### config.mk
export PLATFORM = sky130hd
export DESIGN_NAME = el_link_fifo_flat
export DESIGN_NICKNAME = d
export VERILOG_FILES = /design/src/rtl/el_link_fifo_if.sv /design/src/rtl/el_link_fifo.sv /design/src/flat_wrapper.sv
export SDC_FILE = /design/constraint.sdc
export NUM_CORES = 1
export LEC_CHECK = 0
export CORE_ASPECT_RATIO = 0.7
export CORE_MARGIN = 2
export CORE_UTILIZATION = 45
export CTS_CLUSTER_DIAMETER = 30
export DETAILED_ROUTE_END_ITERATION = 8
export PLACE_DENSITY_LB_ADDON = 0.2
export SLEW_MARGIN = 20
export SYNTH_ARGS = -nofsm -noshare
export SYNTH_HDL_FRONTEND = slang
export SYNTH_SLANG_ARGS = --single-unit
### constraint.sdc
create_clock -name clk -period 2.45 [get_ports clk]
set_input_delay 0.49 -clock clk [delete_from_list [all_inputs] [get_ports clk]]
set_output_delay 0.49 -clock clk [all_outputs]
set_load 0.01 [all_outputs]
### src/rtl/el_link_fifo_if.sv
// el_link_fifo_if: groups the two 2-phase multi-rail links and the status outputs of
// el_link_fifo.
//   in     : input link from the sender (LINK_WIDTH digits of RAIL_NUM rails)
//   ack_o  : 2-phase acknowledge back to the sender
//   out    : output link to the receiver, same packing as in
//   ack_i  : 2-phase acknowledge from the receiver
//   count  : FIFO occupancy
//   err    : sticky code-violation flag
// Modports: slave is the FIFO side, master is the link-partner side.
interface el_link_fifo_if #(
  parameter int unsigned LINK_WIDTH = 2,
  parameter int unsigned RAIL_NUM   = 2,
  parameter int unsigned DEPTH      = 4
);
  localparam int unsigned W  = LINK_WIDTH * RAIL_NUM;
  localparam int unsigned CW = $clog2(DEPTH + 1);

  logic [W-1:0]  in;
  logic          ack_o;
  logic [W-1:0]  out;
  logic          ack_i;
  logic [CW-1:0] count;
  logic          err;

  modport slave (
    input  in, ack_i,
    output ack_o, out, count, err
  );

  modport master (
    output in, ack_i,
    input  ack_o, out, count, err
  );
endinterface

### src/rtl/el_link_fifo.sv
// el_link_fifo: clocked FIFO bridging two 2-phase 1-of-RAIL_NUM multi-rail links.
// A token arrives as one rail transition per digit on link.in (skew between digits is
// tolerated), is acknowledged on link.ack_o, stored as per-digit rail indices, and
// replayed as one rail transition per digit on link.out once the receiver has
// acknowledged the previous token via link.ack_i.
//   clk  : clock, all state on rising edge
//   rst  : asynchronous active-high reset
//   link : el_link_fifo_if.slave (in, ack_o, out, ack_i, count, err)
module el_link_fifo #(
  parameter int unsigned LINK_WIDTH  = 2,
  parameter int unsigned RAIL_NUM    = 2,
  parameter int unsigned DEPTH       = 4,
  parameter int unsigned SYNC_STAGES = 2
) (
  input logic          clk,
  input logic          rst,
  el_link_fifo_if.slave link
);
  localparam int unsigned W  = LINK_WIDTH * RAIL_NUM;
  localparam int unsigned VW = $clog2(RAIL_NUM);
  localparam int unsigned PW = $clog2(DEPTH);
  localparam int unsigned CW = $clog2(DEPTH + 1);
  localparam logic [CW-1:0] DepthC = CW'(DEPTH);
  localparam logic [PW-1:0] LastPtr = PW'(DEPTH - 1);

  // Synchronisers: element 0 takes the raw input, element SYNC_STAGES-1 is the output.
  logic [SYNC_STAGES-1:0][W-1:0] in_sync_q;
  logic [SYNC_STAGES-1:0]        ack_sync_q;
  logic [W-1:0]                  in_s;
  logic                          ack_s;

  logic [W-1:0]            in_ref_q, in_ref_d;
  logic                    ack_ref_q, ack_ref_d;
  logic                    pend_q, pend_d;
  logic                    ack_o_q, ack_o_d;
  logic [W-1:0]            out_q, out_d;
  logic [CW-1:0]           count_q, count_d;
  logic                    err_q, err_d;
  logic [PW-1:0]           wr_ptr_q, wr_ptr_d;
  logic [PW-1:0]           rd_ptr_q, rd_ptr_d;
  logic [LINK_WIDTH*VW-1:0] mem_q [DEPTH];

  logic [W-1:0]             delta;
  logic                     complete;
  logic                     viol;
  logic [LINK_WIDTH*VW-1:0] wr_val;
  logic [LINK_WIDTH*VW-1:0] rd_val;
  logic                     accept;
  logic                     pop;
  logic                     ack_evt;

  function automatic logic [PW-1:0] next_ptr(input logic [PW-1:0] p);
    return (p == LastPtr) ? '0 : p + 1'b1;
  endfunction

  always_ff @(posedge clk or posedge rst) begin
    if (rst) begin
      in_sync_q  <= '0;
      ack_sync_q <= '0;
    end else begin
      in_sync_q  <= {in_sync_q[SYNC_STAGES-2:0], link.in};
      ack_sync_q <= {ack_sync_q[SYNC_STAGES-2:0], link.ack_i};
    end
  end

  assign in_s  = in_sync_q[SYNC_STAGES-1];
  assign ack_s = ack_sync_q[SYNC_STAGES-1];
  assign delta = in_s ^ in_ref_q;

  // Per-digit classification: 0 transitions = still in flight, 1 = arrived, >1 = illegal.
  always_comb begin
    complete = 1'b1;
    viol     = 1'b0;
    wr_val   = '0;
    for (int d = 0; d < int'(LINK_WIDTH); d++) begin
      if ($countones(delta[RAIL_NUM*d +: RAIL_NUM]) == 0) begin
        complete = 1'b0;
      end else if ($countones(delta[RAIL_NUM*d +: RAIL_NUM]) > 1) begin
        viol = 1'b1;
      end
      for (int r = 0; r < int'(RAIL_NUM); r++) begin
        if (delta[RAIL_NUM*d + r]) wr_val[VW*d +: VW] = VW'(r);
      end
    end
  end

  assign rd_val  = mem_q[rd_ptr_q];
  assign accept  = complete && !viol && (count_q < DepthC);
  assign pop     = (count_q != '0) && !pend_q;
  assign ack_evt = (ack_s != ack_ref_q);

  always_comb begin
    in_ref_d  = in_ref_q;
    ack_ref_d = ack_ref_q;
    pend_d    = pend_q;
    ack_o_d   = ack_o_q;
    out_d     = out_q;
    count_d   = count_q;
    err_d     = err_q | viol;
    wr_ptr_d  = wr_ptr_q;
    rd_ptr_d  = rd_ptr_q;

    if (accept) begin
      in_ref_d = in_s;
      ack_o_d  = ~ack_o_q;
      wr_ptr_d = next_ptr(wr_ptr_q);
    end

    if (ack_evt) begin
      ack_ref_d = ack_s;
      pend_d    = 1'b0;
    end

    // Launch: one rail flip per digit on the rail named by the stored index.
    if (pop) begin
      pend_d   = 1'b1;
      rd_ptr_d = next_ptr(rd_ptr_q);
      for (int d = 0; d < int'(LINK_WIDTH); d++) begin
        for (int r = 0; r < int'(RAIL_NUM); r++) begin
          if (rd_val[VW*d +: VW] == VW'(r)) out_d[RAIL_NUM*d + r] = ~out_q[RAIL_NUM*d + r];
        end
      end
    end

    case ({accept, pop})
      2'b10:   count_d = count_q + 1'b1;
      2'b01:   count_d = count_q - 1'b1;
      default: count_d = count_q;
    endcase
  end

  always_ff @(posedge clk or posedge rst) begin
    if (rst) begin
      in_ref_q  <= '0;
      ack_ref_q <= 1'b0;
      pend_q    <= 1'b0;
      ack_o_q   <= 1'b0;
      out_q     <= '0;
      count_q   <= '0;
      err_q     <= 1'b0;
      wr_ptr_q  <= '0;
      rd_ptr_q  <= '0;
    end else begin
      in_ref_q  <= in_ref_d;
      ack_ref_q <= ack_ref_d;
      pend_q    <= pend_d;
      ack_o_q   <= ack_o_d;
      out_q     <= out_d;
      count_q   <= count_d;
      err_q     <= err_d;
      wr_ptr_q  <= wr_ptr_d;
      rd_ptr_q  <= rd_ptr_d;
    end
  end

  // Storage needs no reset: occupancy and pointers define what is valid.
  always_ff @(posedge clk) begin
    if (accept) mem_q[wr_ptr_q] <= wr_val;
  end

  assign link.ack_o = ack_o_q;
  assign link.out   = out_q;
  assign link.count = count_q;
  assign link.err   = err_q;
endmodule
### src/flat_wrapper.sv
// flat-port wrapper written by rule: the top's interface ports become plain ports
module el_link_fifo_flat 
#(
  parameter int unsigned LINK_WIDTH  = 2,
  parameter int unsigned RAIL_NUM    = 2,
  parameter int unsigned DEPTH       = 4,
  parameter int unsigned SYNC_STAGES = 2
)
  (clk, rst, link_in, link_ack_i, link_ack_o, link_out, link_count, link_err);
  el_link_fifo_if #(.LINK_WIDTH(LINK_WIDTH), .RAIL_NUM(RAIL_NUM), .DEPTH(DEPTH)) link_i ();
  input logic clk;
  input logic rst;
  input wire logic [$bits(link_i.in)-1:0] link_in;
  input wire logic [$bits(link_i.ack_i)-1:0] link_ack_i;
  output wire logic [$bits(link_i.ack_o)-1:0] link_ack_o;
  output wire logic [$bits(link_i.out)-1:0] link_out;
  output wire logic [$bits(link_i.count)-1:0] link_count;
  output wire logic [$bits(link_i.err)-1:0] link_err;
  assign link_i.in = link_in;
  assign link_i.ack_i = link_ack_i;
  assign link_ack_o = link_i.ack_o;
  assign link_out = link_i.out;
  assign link_count = link_i.count;
  assign link_err = link_i.err;
  el_link_fifo #(.LINK_WIDTH(LINK_WIDTH), .RAIL_NUM(RAIL_NUM), .DEPTH(DEPTH), .SYNC_STAGES(SYNC_STAGES)) u_core (.clk(clk), .rst(rst), .link(link_i));
endmodule
==> out/metrics.json, run 1 <==
{
  "status": {
    "run_status": "finished clean"
  },
  "worst_setup_path": {
    "end_kind": "flop",
    "crit_cells": 10,
    "crit_buf_inv": 2,
    "timing.critical_path.from": "u_core.in_ref_q[3]$_DFFE_PP0P_",
    "worstPathCellList": "xnor2_2 -> xnor2_1 -> nor3_4 -> inv_2 -> ha_1 -> inv_1 -> fa_1 -> xor2_1 -> nor2_1 -> xor2_1",
    "critical-path-top-cell-by-count": "sky130_fd_sc_hd__xor2_1",
    "r2r_slack_ns": 0.29,
    "start_kind": "flop",
    "category_of_the_critical_setup_timing_path": "flop to flop",
    "top_fanout_value_on_the_critical_path": 3,
    "r2r_end": "u_core.link.count[2]$_DFFE_PP0P_",
    "worst_setup_path_endpoint": "u_core.link.count[2]$_DFFE_PP0P_",
    "cp_top_family": "XOR/XNOR gates",
    "worst_ep_arrival_ns": 2.37,
    "cpMaxStageDelayCell": "sky130_fd_sc_hd__dfrtp_1",
    "r2r_start": "u_core.in_ref_q[3]$_DFFE_PP0P_",
    "critical_path_required_ns": 2.66,
    "critical_path_s_largest_stage_delay_ns": 0.41,
    "reg2reg_depth": 10
  },
  "finish": {
    "area_growth_pct": 20.0,
    "drive_above_1_share_pct": 15.2,
    "layout.non_clock_inverters": 9,
    "mi_logic_area_sq_um": 505,
    "clock_cell_share_of_area_pct": 4.28,
    "top_area_cell_class": "registers",
    "num_antenna_cells": 0,
    "final.fill_count": 255,
    "layout.cell_area.non_filler_sq_um": 1810,
    "finalNetCount": 139,
    "layout.comb_gates.multi_input": 53,
    "comb_area_share_pct": 27.9,
    "post-route-util_pct": 57.1,
    "nClkBuffers": 6,
    "seq_cell_count": 37,
    "flip_flop_and_latch_share_of_the_layout_cell_area_pct": 53.4,
    "stdcell_count": 163,
    "number_of_non_clock_buffers_in_the_layout": 19,
    "seqCellArea_sq_um": 966,
    "non_clock_buffer_area_share_pct": 9.95
  },
  "logic_synthesis": {
    "synth.yosys.chip_area_sq_um": 1510,
    "yosysCellCount": 100,
    "ys.flop_type": "sky130_fd_sc_hd__dfrtp_1",
    "enable_flop_cells": 8,
    "netlist_area_sq_um": 1510,
    "netlist-cell-type-count": 22,
    "syn_nets": 114,
    "async_flop_share_pct": 78.4,
    "synth_flop_count": 37,
    "post_synthesis_mean_instance_area_sq_um": 15.1,
    "postSynthCellCount": 100,
    "ys_warn_count": 0,
    "proportion_of_synthesized_chip_area_in_sequential_cells_pct": 64.0
  },
  "global_route": {
    "number_of_antenna_violations_at_the_first_check_in_global_routing": 0,
    "grt_pass1_wl_mm": 3.66,
    "maximum_number_of_pins_on_one_net_before_global_route_repair": 30,
    "grt_pass1_vias": 834,
    "gr-total-overflow": 0,
    "grt_use_total_pct": 13.5
  },
  "power": {
    "max-vdd-ir-drop_mv": 0.512,
    "p_leak_nw": 0.788,
    "power_w": 0.00245,
    "power.density_nw_per_um2": 1350
  },
  "clock_network": {
    "cts.sink_count": 37,
    "cts-root-to-sink-buffers": 2,
    "clk_pin_slew_ns": 0.06,
    "ctsHoldBuffers": 0,
    "number_of_gates_resized_after_cts": 0,
    "clk_ins_delay_skew_pair_ns": 0.28,
    "htree_levels": 2,
    "number_of_buffers_created_by_cts": 5,
    "cts_root_buf": "sky130_fd_sc_hd__clkbuf_8",
    "cts_tree": "built",
    "cts.repair_timing.setup_buffer_count": 0
  },
  "routing": {
    "avgRoutedWirePerCell_um": 12.2,
    "vias": 786,
    "drt_pre_antenna_iters": 2,
    "antenna_violating_nets_post_route": 0,
    "vias_per_cell": 4.82,
    "first_iter_violations": 9,
    "detail_route.wirelength_mm": 1.99,
    "post-route-drc-count": 0
  },
  "hold_path": {
    "timing.hold.worst.class": "flop to flop",
    "min_to": "u_core.in_s[0]$_DFF_PP0_",
    "hold_path_cells": 0,
    "startpoint_of_the_most_critical_hold_path": "u_core.in_sync_q[0]$_DFF_PP0_"
  },
  "die": {
    "tapCellCount": 38,
    "fp-row-count": 17,
    "dieArea_sq_um": 3840,
    "design.core.area_sq_um": 3170,
    "die_width_um": 73.2,
    "dieHeight_um": 52.5,
    "core_util_floorplan_pct": 47.6,
    "boundaryPins": 16
  },
  "timing": {
    "grt_setup_unrepaired": "false",
    "setup_ws_ns": 0.287,
    "tightest_pin_transition_ns": 0.498,
    "layout_min_cycle_time_ns": 2.16,
    "slew_headroom_pct": 66.7,
    "fin_setup_tns_ns": 0,
    "finalSetupViolCount": 0,
    "clk_skew_ns": 0.00685,
    "layout_worst_path_cycle_share_pct": 88.3,
    "finalHoldWorstSlack_ns": 0.348,
    "clock.fmax_ghz": 0.462,
    "hold_viol_final": 0,
    "fin_max_slew_vios": 0
  },
  "job": {
    "openroad_warnings": 29,
    "max-cap-violations": 0
  },
  "place": {
    "buffer_ports.inserted": 15,
    "detailed_place.area_sq_um": 1730,
    "placed_cells": 156,
    "gp_congestion": 0.741,
    "place_worst_setup_slack_ns": 0.272,
    "post-dp-hpwl_mm": 1.49
  }
}
==> run 1: cell usage in the layout (no fill, tap or decap) <==
cell type,count
sky130_fd_sc_hd__clkinv_2,1
sky130_fd_sc_hd__mux2i_1,1
sky130_fd_sc_hd__fa_1,1
sky130_fd_sc_hd__mux4_2,2
sky130_fd_sc_hd__inv_2,1
sky130_fd_sc_hd__nand2_1,2
sky130_fd_sc_hd__edfxtp_1,8
sky130_fd_sc_hd__a21o_1,1
sky130_fd_sc_hd__nor2_1,6
sky130_fd_sc_hd__dfrtp_1,29
sky130_fd_sc_hd__and2_1,4
sky130_fd_sc_hd__clkdlybuf4s50_1,15
sky130_fd_sc_hd__mux2_4,4
sky130_fd_sc_hd__xor2_1,7
sky130_fd_sc_hd__nor3_4,1
sky130_fd_sc_hd__buf_4,4
sky130_fd_sc_hd__mux2_1,4
sky130_fd_sc_hd__inv_1,8
sky130_fd_sc_hd__clkbuf_1,1
sky130_fd_sc_hd__xnor2_1,7
sky130_fd_sc_hd__nor3b_1,1
sky130_fd_sc_hd__ha_1,6
sky130_fd_sc_hd__nor3_1,4
sky130_fd_sc_hd__xnor2_2,1
sky130_fd_sc_hd__o21ai_1,1
sky130_fd_sc_hd__clkbuf_8,5
==> run 1: flip-flops by register name, indices dropped and copies added, names as in the netlist <==
name               cells
u_core.in_sync_q       4
u_core.mem_q           8
u_core.link.out        4
u_core.wr_ptr_q        2
u_core.in_s            4
u_core.ack_ref_q       1
u_core.in_ref_q        4
u_core.pend_q          1
u_core.ack_sync_q      2
u_core.rd_ptr_q        2
u_core.link.count      3
u_core.link.ack_o      1
u_core.link.err        1
==> run 1: cells by family after synthesis <==
group,share of synthesized area (%)
compound gates,0.829
mux,10.6
fa+ha+maj,6.30
simple gates,6.55
buf+inv,2.49
xor+xnor,9.20
flops,64.0
==> run 1: routing by layer <==
metal,wire [um],part of all wire (%),up-vias,global-route usage (%)
met5,0,0,-,0
met4,27,1.4,0,5.56
met3,105,5.3,5,6.92
met2,938,47,17,21.6
met1,922,46,385,15.3
li1,-,-,379,-
==> run 1: power by group <==
part           internal [W]  total (W)  switching, W
sequential         0.000850   0.000990      0.000140
clock              0.000193   0.000379      0.000186
combinational      0.000585    0.00108      0.000493
total               0.00163    0.00245      0.000819
==> run 1: Yosys cell counts (2+ instances only) <==
cell,instances,area [sq um]
sky130_fd_sc_hd__nor3_1,4,20.0
sky130_fd_sc_hd__ha_1,6,75.1
sky130_fd_sc_hd__nor2_1,6,22.5
sky130_fd_sc_hd__mux4_2,2,45.0
sky130_fd_sc_hd__mux2_1,4,45.0
sky130_fd_sc_hd__edfxtp_1,8,240
sky130_fd_sc_hd__dfrtp_1,29,726
sky130_fd_sc_hd__xor2_1,7,61.3
sky130_fd_sc_hd__nand2_1,2,7.51
sky130_fd_sc_hd__and2_1,4,25.0
sky130_fd_sc_hd__mux2_4,4,60.1
sky130_fd_sc_hd__xnor2_1,7,61.3
sky130_fd_sc_hd__inv_1,8,30.0
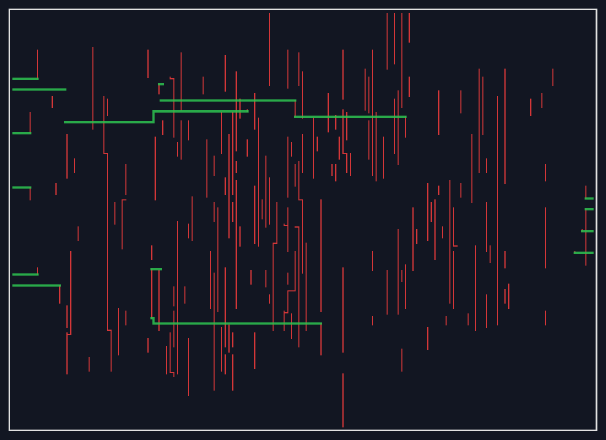
run_1/layers.png
Drawn at 8 px/um. Two of the layers only.
| layer | colour | wire length |
|---|---|---|
| M3 | green | 105 um |
| M2 | red | 939 um |

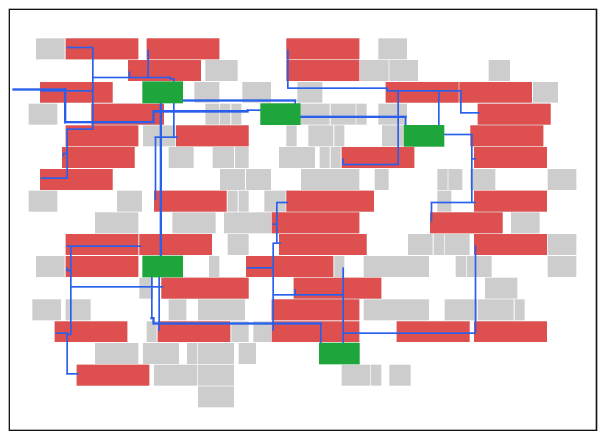
run_1/clock_wires.png
Drawn at 8 px/um.
[clock wires] blue | length: 394 um
[flip-flops] red | count: 37
[clock-net drivers] green | count: 5
flops lie: widely spread

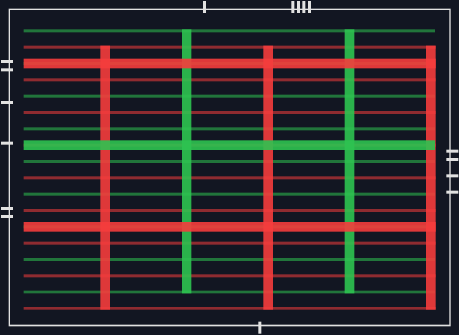
run_1/floorplan.png
Drawn at 6 px/um. Pins as bars on the die edge.
| net | colour |
|---|---|
| VDD | green |
| VSS | red |
signal pins: 16
met1 rails: 18
rows: 17
met4 straps: 5

run_1/util_map.png
Drawn at 4 px/um. 7 x 5 tiles, from white (low) to dark blue (high), 0 to 100% covered.
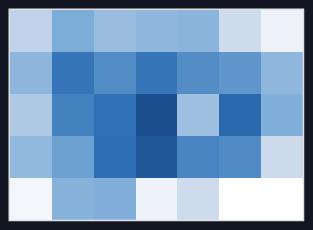

==> inputs of run 2 (changes only) <==
--- a/config.mk
+++ b/config.mk
@@ -8,7 +8,9 @@
 export CORE_ASPECT_RATIO = 0.7
 export CORE_MARGIN = 2
 export CORE_UTILIZATION = 45
+export CTS_BUF_LIST = sky130_fd_sc_hd__clkbuf_16
 export CTS_CLUSTER_DIAMETER = 30
+export CTS_CLUSTER_SIZE = 28
 export DETAILED_ROUTE_END_ITERATION = 8
 export PLACE_DENSITY_LB_ADDON = 0.2
 export SLEW_MARGIN = 20
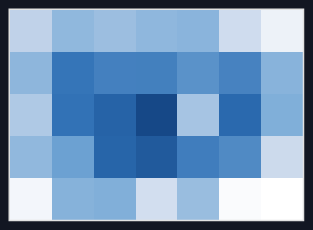
run_2/util_map.png
Drawn at 4 px/um. 7 x 5 tiles, from white (low) to dark blue (high), 0 to 100% covered.
tiles over 75% full: 14%
mean over tiles: 47%
fullest tile: 91%
nearly empty tiles: 2.9%

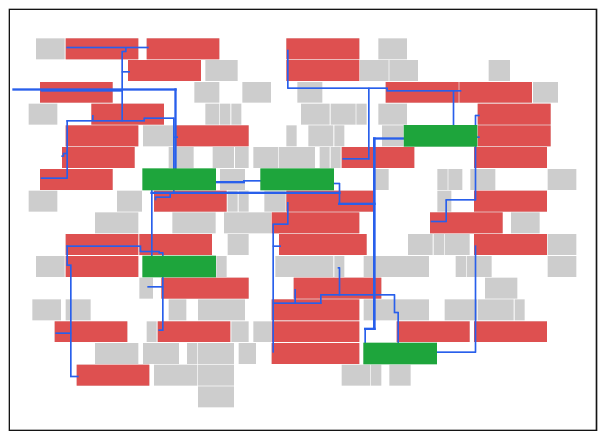
run_2/clock_wires.png
Drawn at 8 px/um.
[flip-flops] red | count: 37
[clock-net drivers] green | count: 5
[clock wires] blue | length: 374 um
flops lie: widely spread

==> run 2 against run 1 <==
Compared with the run above:
- combinational power about the same
- non-clock buffer count unchanged
- routed wire length increased by 3.4%
- synthesized cell count unchanged
- area after synthesis unchanged
- design area increased by 3.1%
- die area unchanged
- critical endpoint unchanged
==> out/metrics.json, run 2 <==
{
  "worst_setup_path": {
    "worstPathCellList": "xnor2_1 -> xor2_1 -> nor3_4 -> inv_2 -> ha_1 -> inv_1 -> fa_1 -> xor2_1 -> nor2_1 -> xor2_1",
    "crit_buf_inv": 2,
    "end_kind": "flop",
    "category_of_the_critical_setup_timing_path": "flop to flop",
    "critical_path_s_largest_stage_delay_ns": 0.39,
    "cpMaxStageDelayCell": "sky130_fd_sc_hd__fa_1",
    "critical-path-top-cell-by-count": "sky130_fd_sc_hd__xor2_1",
    "start_kind": "flop",
    "cp_top_family": "XOR/XNOR gates",
    "critical_path_required_ns": 2.64,
    "worst_ep_arrival_ns": 2.40,
    "r2r_start": "u_core.in_ref_q[0]$_DFFE_PP0P_",
    "timing.critical_path.from": "u_core.in_ref_q[0]$_DFFE_PP0P_",
    "top_fanout_value_on_the_critical_path": 3
  },
  "clock_network": {
    "ctsHoldBuffers": 0,
    "cts.sink_count": 37,
    "number_of_gates_resized_after_cts": 0,
    "clk_ins_delay_skew_pair_ns": 0.27,
    "number_of_buffers_created_by_cts": 5,
    "cts-root-to-sink-buffers": 2,
    "cts.repair_timing.setup_buffer_count": 0,
    "htree_levels": 2,
    "cts_tree": "built",
    "clk_pin_slew_ns": 0.05,
    "cts_root_buf": "sky130_fd_sc_hd__clkbuf_16"
  },
  "timing": {
    "clock.fmax_ghz": 0.452,
    "fin_setup_tns_ns": 0,
    "fin_max_slew_vios": 0,
    "tightest_pin_transition_ns": 0.489,
    "grt_setup_unrepaired": "false",
    "hold_viol_final": 0,
    "finalSetupViolCount": 0,
    "slew_headroom_pct": 67.3,
    "layout_worst_path_cycle_share_pct": 90.3,
    "clk_skew_ns": 0.00570,
    "layout_min_cycle_time_ns": 2.21
  },
  "power": {
    "power.sequential.fraction_pct": 37.4,
    "internal_power_w": 0.00180,
    "power.share.clock_pct": 21.4,
    "power_switching_w": 0.000849,
    "p_leak_nw": 0.817,
    "power.share.combinational_pct": 41.2,
    "switching_share_pct": 32.0,
    "max-vdd-ir-drop_mv": 0.674,
    "power.density_nw_per_um2": 1420
  },
  "finish": {
    "drive_above_1_share_pct": 15.2,
    "regMostFlops": "u_core.mem_q",
    "post-route-util_pct": 58.9,
    "layout.cells.most_common_list": "sky130_fd_sc_hd__dfrtp_1 (29), sky130_fd_sc_hd__clkdlybuf4s50_1 (15), sky130_fd_sc_hd__inv_1 (9)",
    "num_antenna_cells": 0,
    "area_growth_pct": 23.7,
    "largest_register_ffs": 8,
    "finalNetCount": 139,
    "layout_top_cell_excl_fill_tap": "sky130_fd_sc_hd__dfrtp_1"
  },
  "logic_synthesis": {
    "enable_flop_cells": 8,
    "netlist_area_sq_um": 1510,
    "proportion_of_synthesized_chip_area_in_sequential_cells_pct": 64.0,
    "postSynthCellCount": 100,
    "synth.yosys.chip_area_sq_um": 1510,
    "top_area_share_pct": 48.1,
    "netlist-cell-type-count": 22,
    "yosys-top-cells-count": "sky130_fd_sc_hd__dfrtp_1 (29), sky130_fd_sc_hd__edfxtp_1 (8), sky130_fd_sc_hd__inv_1 (8), sky130_fd_sc_hd__xnor2_1 (7), sky130_fd_sc_hd__xor2_1 (7)",
    "synth_dominant_cell_count": "sky130_fd_sc_hd__dfrtp_1",
    "synth_flop_count": 37,
    "syn_nets": 114,
    "ys.flop_type": "sky130_fd_sc_hd__dfrtp_1",
    "async_flop_share_pct": 78.4,
    "ys_warn_count": 0,
    "netlist.top_cell.by_area": "sky130_fd_sc_hd__dfrtp_1",
    "yosysCellCount": 100,
    "post_synthesis_mean_instance_area_sq_um": 15.1,
    "area_leaders": "sky130_fd_sc_hd__dfrtp_1 (48%), sky130_fd_sc_hd__edfxtp_1 (16%), sky130_fd_sc_hd__ha_1 (5.0%), sky130_fd_sc_hd__xnor2_1 (4.1%), sky130_fd_sc_hd__xor2_1 (4.1%)"
  },
  "place": {
    "buffer_ports.inserted": 15,
    "post-dp-hpwl_mm": 1.49,
    "gp_congestion": 0.741
  },
  "routing": {
    "avgRoutedWirePerCell_um": 12.6,
    "drt_pre_antenna_iters": 4,
    "first_iter_violations": 6,
    "post-route-drc-count": 0,
    "vias": 780,
    "vias_per_cell": 4.79,
    "detail_route.wirelength_mm": 2.06,
    "antenna_violating_nets_post_route": 0
  },
  "job": {
    "openroad_warnings": 29,
    "max-cap-violations": 0
  },
  "die": {
    "boundaryPins": 16,
    "design.core.area_sq_um": 3170,
    "dieArea_sq_um": 3840,
    "dieHeight_um": 52.5,
    "core_util_floorplan_pct": 47.6,
    "die_width_um": 73.2,
    "fp-row-count": 17
  },
  "hold_path": {
    "timing.hold.worst.class": "flop to flop",
    "startpoint_of_the_most_critical_hold_path": "u_core.ack_sync_q[0]$_DFF_PP0_"
  },
  "global_route": {
    "gr-total-overflow": 0,
    "maximum_number_of_pins_on_one_net_before_global_route_repair": 30,
    "grt_pass1_wl_mm": 3.72,
    "grt_pass1_vias": 834,
    "number_of_antenna_violations_at_the_first_check_in_global_routing": 0,
    "grt_use_total_pct": 13.7
  },
  "status": {
    "run_status": "finished clean"
  }
}
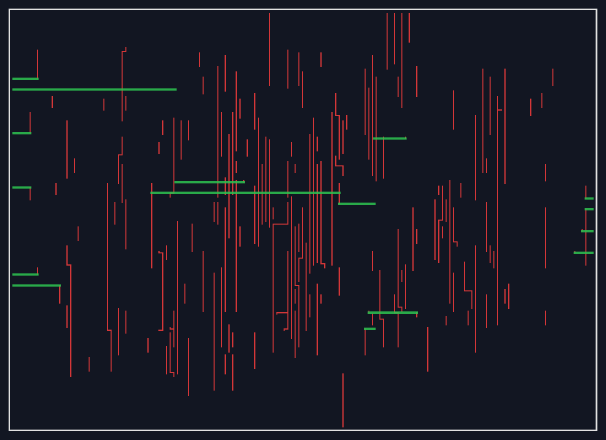
run_2/layers.png
Drawn at 8 px/um. Two of the layers only.
| layer | colour | wire length |
|---|---|---|
| M3 | green | 88.6 um |
| M2 | red | 1,010 um |

[run 2: power groups by stage]
stage / clock (W) / combinational, W / sequential (W)
3_5_place_dp: 0 / 0.00109 / 0.00101
6_report: 0.000567 / 0.00109 / 0.000992
2_1_floorplan: 0 / 0.000725 / 0.00102
5_1_grt: 0.000616 / 0.00123 / 0.00102
3_3_place_gp: 0 / 0.00106 / 0.000994
4_1_cts: 0.000585 / 0.00111 / 0.000996
[run 2: cell type report]
class	instances	area [sq um]
inverters	9	33.8
multi-input cells	53	505
fillers	246	1300
repair buffers	19	180
well taps	38	47.5
flip-flops and latches	37	966
clock buffers	5	125
clock inverters	2	8.76
[run 2: final timing paths]
kind | endpoint | depth (start not counted) | slack [ns]
max | u_core.link.count[2]$_DFFE_PP0P_ | 10 | 0.24
min reg2reg | u_core.ack_sync_q[1]$_DFF_PP0_ | 0 | 0.35
max reg2reg | u_core.link.count[2]$_DFFE_PP0P_ | 10 | 0.24
min in group asynchronous | u_core.rd_ptr_q[1]$_DFFE_PP0P_ | 3 | 0.58
max in group asynchronous | u_core.wr_ptr_q[1]$_DFFE_PP0P_ | 3 | 1.59
min | u_core.ack_sync_q[1]$_DFF_PP0_ | 0 | 0.35
[run 2: kinds of logic after synthesis]
logic type / count (synthesis) / synth area share (%)
compound gates: 2 / 0.829
xor+xnor: 15 / 9.20
fa+ha+maj: 7 / 6.30
buf+inv: 10 / 2.49
flops: 37 / 64.0
mux: 11 / 10.6
simple gates: 18 / 6.55
[run 2: through the flow]
step                      total power (W)  instance area (sq um)  setup slack, ns  hold WS, ns  std cells
after floorplan                   0.00175                   1510            0.282        0.331        100
after global placement            0.00205                   1730            0.375        0.333        156
after detailed placement          0.00209                   1730            0.272        0.335        156
after CTS                         0.00270                   1870            0.233        0.346        163
after global routing              0.00287                   1870           0.0806        0.355        163
final                             0.00265                   1870            0.238        0.345        163
[run 2: metal layers]
layer  vias to the layer above  global-route usage (%)  share of wire (%)
li1                        380                       -                  -
met1                       378                    15.9                 45
met2                        17                    22.2                 49
met3                         5                    5.19                4.3
met4                         0                    7.41                1.7
met5                         -                       0                  0
[run 2: worst reg2reg max path, delay by kind of cell, from the launching register on]
kind / cells / cell delay (ns)
simple gates: 2 / 0.18
fa+ha+maj: 2 / 0.55
xor+xnor: 4 / 0.90
buf+inv: 2 / 0.13
flops: 1 / 0.38
run_2/congestion_map.png
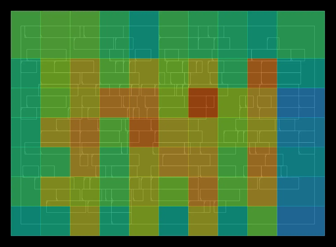

==> inputs of run 3 (changes only) <==
==> constraint.sdc (replaced) <==
create_clock -name clk -period 1.9 [get_ports clk]
set_input_delay 0.38 -clock clk [delete_from_list [all_inputs] [get_ports clk]]
set_output_delay 0.38 -clock clk [all_outputs]
set_load 0.01 [all_outputs]
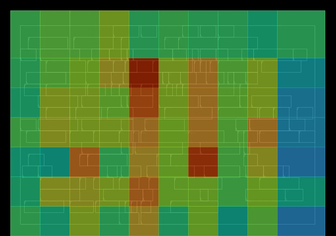
run_3/congestion_map.png
most used routing layer: met2
combined global-route utilization of all metal layers: 14.2%
GR Layer Usage met2: 24.8%

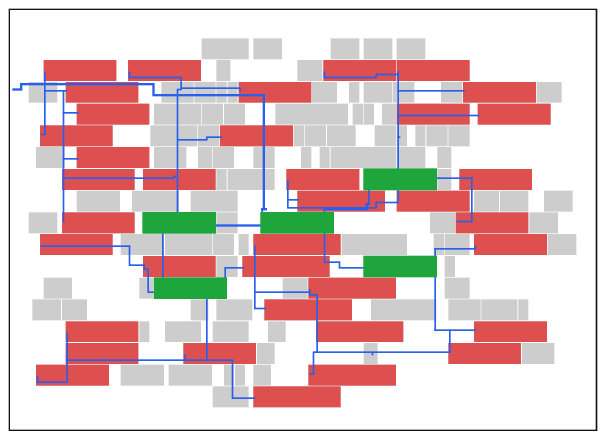
run_3/clock_wires.png
Drawn at 8 px/um.
[clock-net drivers] green | count: 5
[clock wires] blue | length: 415 um
[flip-flops] red | count: 37
routed clock nets: 6
flops lie: widely spread

==> run 3 against run 2 <==
Compared with the run above:
- the flow now finishes with violations (setup timing)
- design area grew 6.7%
- die area did not move
- count of clock-buffer cells in the layout stayed put
- via count is 4.7% higher
- first-iteration DRC count increased by 33%
- routed wire length rose by 6.1%
- non-clock buffer count up 9
- clock power rose by 33%
- worst hold slack gained 0.0016 ns
- sequential cell count did not move
- combinational power is 55% higher
- largest cell class unchanged
==> out/metrics.json, run 3 <==
{
  "routing": {
    "avgRoutedWirePerCell_um": 12.6,
    "vias_per_cell": 4.72,
    "vias": 817,
    "detail_route.wirelength_mm": 2.19,
    "post-route-drc-count": 0,
    "drt_pre_antenna_iters": 3,
    "antenna_violating_nets_post_route": 0,
    "first_iter_violations": 8
  },
  "timing": {
    "grt_setup_unrepaired": "true",
    "hold_viol_final": 0,
    "tightest_pin_transition_ns": 0.360,
    "clk_skew_ns": 0.00288,
    "clock.fmax_ghz": 0.493,
    "slew_headroom_pct": 76.0,
    "finalSetupViolCount": 1,
    "setup_ws_ns": -0.128,
    "layout_min_cycle_time_ns": 2.03,
    "fin_max_slew_vios": 0,
    "layout_worst_path_cycle_share_pct": 107
  },
  "global_route": {
    "number_of_antenna_violations_at_the_first_check_in_global_routing": 0,
    "maximum_number_of_pins_on_one_net_before_global_route_repair": 30,
    "gr-total-overflow": 0,
    "grt_pass1_wl_mm": 3.89,
    "grt_pass1_vias": 916
  },
  "clock_network": {
    "clk_pin_slew_ns": 0.05,
    "clk_ins_delay_skew_pair_ns": 0.27,
    "htree_levels": 2,
    "cts-root-to-sink-buffers": 2,
    "number_of_buffers_created_by_cts": 5,
    "cts.sink_count": 37,
    "ctsHoldBuffers": 0,
    "cts_root_buf": "sky130_fd_sc_hd__clkbuf_16",
    "cts_tree": "built"
  },
  "finish": {
    "area_growth_pct": 32.0,
    "stdcell_count": 173,
    "layout.cells.most_common_list": "sky130_fd_sc_hd__dfrtp_1 (29), sky130_fd_sc_hd__clkdlybuf4s50_1 (15), sky130_fd_sc_hd__buf_4 (13)",
    "largest_register_ffs": 8,
    "post-route-util_pct": 62.9,
    "finalNetCount": 148,
    "layout_top_cell_excl_fill_tap": "sky130_fd_sc_hd__dfrtp_1",
    "layout.cell_area.non_filler_sq_um": 1990,
    "num_antenna_cells": 0,
    "drive_above_1_share_pct": 27.4,
    "regMostFlops": "u_core.mem_q"
  },
  "die": {
    "die_width_um": 73.2,
    "dieArea_sq_um": 3840,
    "boundaryPins": 16,
    "design.core.area_sq_um": 3170,
    "core_util_floorplan_pct": 47.6,
    "fp-row-count": 17,
    "dieHeight_um": 52.5
  },
  "worst_setup_path": {
    "end_kind": "flop",
    "top_fanout_value_on_the_critical_path": 2,
    "critical_path_required_ns": 2.09,
    "start_kind": "flop",
    "category_of_the_critical_setup_timing_path": "flop to flop",
    "worst_ep_arrival_ns": 2.21
  },
  "logic_synthesis": {
    "synth_dominant_cell_count": "sky130_fd_sc_hd__dfrtp_1",
    "postSynthCellCount": 100,
    "yosys-top-cells-count": "sky130_fd_sc_hd__dfrtp_1 (29), sky130_fd_sc_hd__edfxtp_1 (8), sky130_fd_sc_hd__inv_1 (8), sky130_fd_sc_hd__xnor2_1 (7), sky130_fd_sc_hd__xor2_1 (7)",
    "synth.yosys.chip_area_sq_um": 1510,
    "enable_flop_cells": 8,
    "post_synthesis_mean_instance_area_sq_um": 15.1,
    "ys_warn_count": 0,
    "ys.flop_type": "sky130_fd_sc_hd__dfrtp_1",
    "proportion_of_synthesized_chip_area_in_sequential_cells_pct": 64.0,
    "top_area_share_pct": 48.1,
    "netlist-cell-type-count": 22,
    "netlist.top_cell.by_area": "sky130_fd_sc_hd__dfrtp_1",
    "area_leaders": "sky130_fd_sc_hd__dfrtp_1 (48%), sky130_fd_sc_hd__edfxtp_1 (16%), sky130_fd_sc_hd__ha_1 (5.0%), sky130_fd_sc_hd__xnor2_1 (4.1%), sky130_fd_sc_hd__xor2_1 (4.1%)",
    "netlist_area_sq_um": 1510,
    "synth_flop_count": 37,
    "yosysCellCount": 100,
    "async_flop_share_pct": 78.4,
    "syn_nets": 114
  },
  "place": {
    "gp_congestion": 0.696,
    "post-dp-hpwl_mm": 1.61,
    "detailed_place.area_sq_um": 1810,
    "buffer_ports.inserted": 15,
    "placed_cells": 162,
    "place_worst_setup_slack_ns": -0.242
  },
  "power": {
    "power.sequential.fraction_pct": 34.5,
    "comb_cell_power_w": 0.00169,
    "power_w": 0.00373,
    "power.share.clock_pct": 20.2,
    "switching_share_pct": 32.1,
    "power.share.combinational_pct": 45.3,
    "max-vdd-ir-drop_mv": 0.818,
    "pg_seq_w": 0.00129,
    "internal_power_w": 0.00254,
    "clockNetworkPower_w": 0.000753,
    "power.density_nw_per_um2": 1870,
    "power_switching_w": 0.00120,
    "p_leak_nw": 0.884,
    "power_top_consumer": "combinational cells"
  },
  "job": {
    "openroad_warnings": 32,
    "max-cap-violations": 0
  },
  "status": {
    "run_status": "finished with violations",
    "violations": "setup timing"
  },
  "hold_path": {
    "timing.hold.worst.class": "flop to flop"
  }
}
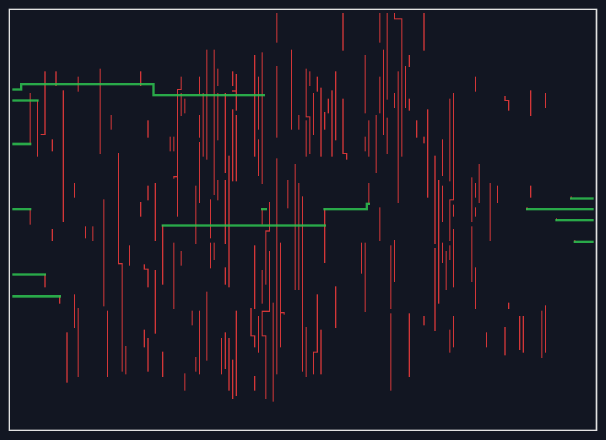
run_3/layers.png
Drawn at 8 px/um. Two of the layers only.
| layer | colour | wire length |
|---|---|---|
| M3 | green | 94.3 um |
| M2 | red | 1,070 um |

## run 3: netlist changes by cell type in the layout (fill, tap and decap cells not counted), moves of 2 or more
cell / change
sky130_fd_sc_hd__xor2_1: -2
sky130_fd_sc_hd__buf_4: +9
sky130_fd_sc_hd__xnor2_2: +3
sky130_fd_sc_hd__xnor2_1: -3
sky130_fd_sc_hd__xor2_2: +2
## run 3: stage by stage
| stage | hold WS [ns] | TNS, ns |
|---|---|---|
| final | 0.347 | -0.128 |
| after global routing | 0.353 | -0.300 |
| after CTS | 0.349 | -0.182 |
| after detailed placement | 0.337 | -0.261 |
| after global placement | 0.334 | -0.0442 |
| after floorplan | 0.331 | -0.278 |
## run 3: kinds of logic (layout without fill, tap and decap cells)
| logic type | after synthesis | count (layout) | share of synthesized area (%) |
|---|---|---|---|
| buf+inv | 10 | 45 | 2.49 |
| mux | 11 | 11 | 10.6 |
| xor+xnor | 15 | 15 | 9.20 |
| flops | 37 | 37 | 64.0 |
| simple gates | 18 | 18 | 6.55 |
| compound gates | 2 | 2 | 0.829 |
| fa+ha+maj | 7 | 7 | 6.30 |
## run 3: path summary, 6_finish.rpt
kind | startpoint | endpoint | slack (ns) | cells after the start
max | u_core.in_ref_q[0]$_DFFE_PP0P_ | u_core.link.count[2]$_DFFE_PP0P_ | -0.13 | 10
min | u_core.ack_sync_q[0]$_DFF_PP0_ | u_core.ack_sync_q[1]$_DFF_PP0_ | 0.35 | 0
max reg2reg | u_core.in_ref_q[0]$_DFFE_PP0P_ | u_core.link.count[2]$_DFFE_PP0P_ | -0.13 | 10
min reg2reg | u_core.ack_sync_q[0]$_DFF_PP0_ | u_core.ack_sync_q[1]$_DFF_PP0_ | 0.35 | 0
max in group asynchronous | rst | u_core.rd_ptr_q[0]$_DFFE_PP0P_ | 1.14 | 3
min in group asynchronous | rst | u_core.pend_q$_DFFE_PP0P_ | 0.49 | 3
## run 3: layer usage
| layer | GRT usage, % | vias to the layer above | wire [um] |
|---|---|---|---|
| li1 | - | 396 | - |
| met1 | 16.3 | 405 | 1010 |
| met2 | 24.8 | 14 | 1070 |
| met3 | 4.62 | 2 | 94 |
| met4 | 5.56 | 0 | 14 |
| met5 | 0 | - | 0 |
## run 3: critical path: stages (launching register included)
cell and delay (ns):
sky130_fd_sc_hd__dfrtp_1 0.40, sky130_fd_sc_hd__xnor2_2 0.25, sky130_fd_sc_hd__xor2_2 0.22, sky130_fd_sc_hd__nor3_4 0.06
sky130_fd_sc_hd__inv_2 0.07, sky130_fd_sc_hd__ha_4 0.13, sky130_fd_sc_hd__inv_2 0.03, sky130_fd_sc_hd__fa_2 0.33
sky130_fd_sc_hd__xor2_1 0.15, sky130_fd_sc_hd__nor2_1 0.14, sky130_fd_sc_hd__xor2_1 0.18
## run 3: final cells by class
cell class,instances,area [sq um]
Clock buffer,5,125
Clock inverter,3,13.8
Multi-Input combinational cell,53,558
Sequential cell,37,966
Tap cell,38,47.5
Inverter,9,33.8
Fill cell,234,1180
Timing Repair Buffer,28,248
## run 3: what timing repair did
item | 4_1_cts | 5_1_grt
cloned | 0 | 0
setup endpoints to repair | 2 | 2
pin swaps | 4 | 4
gates resized | 3 | 0
buffers inserted | 1 | 2
Power and IR drop assume default switching activity.
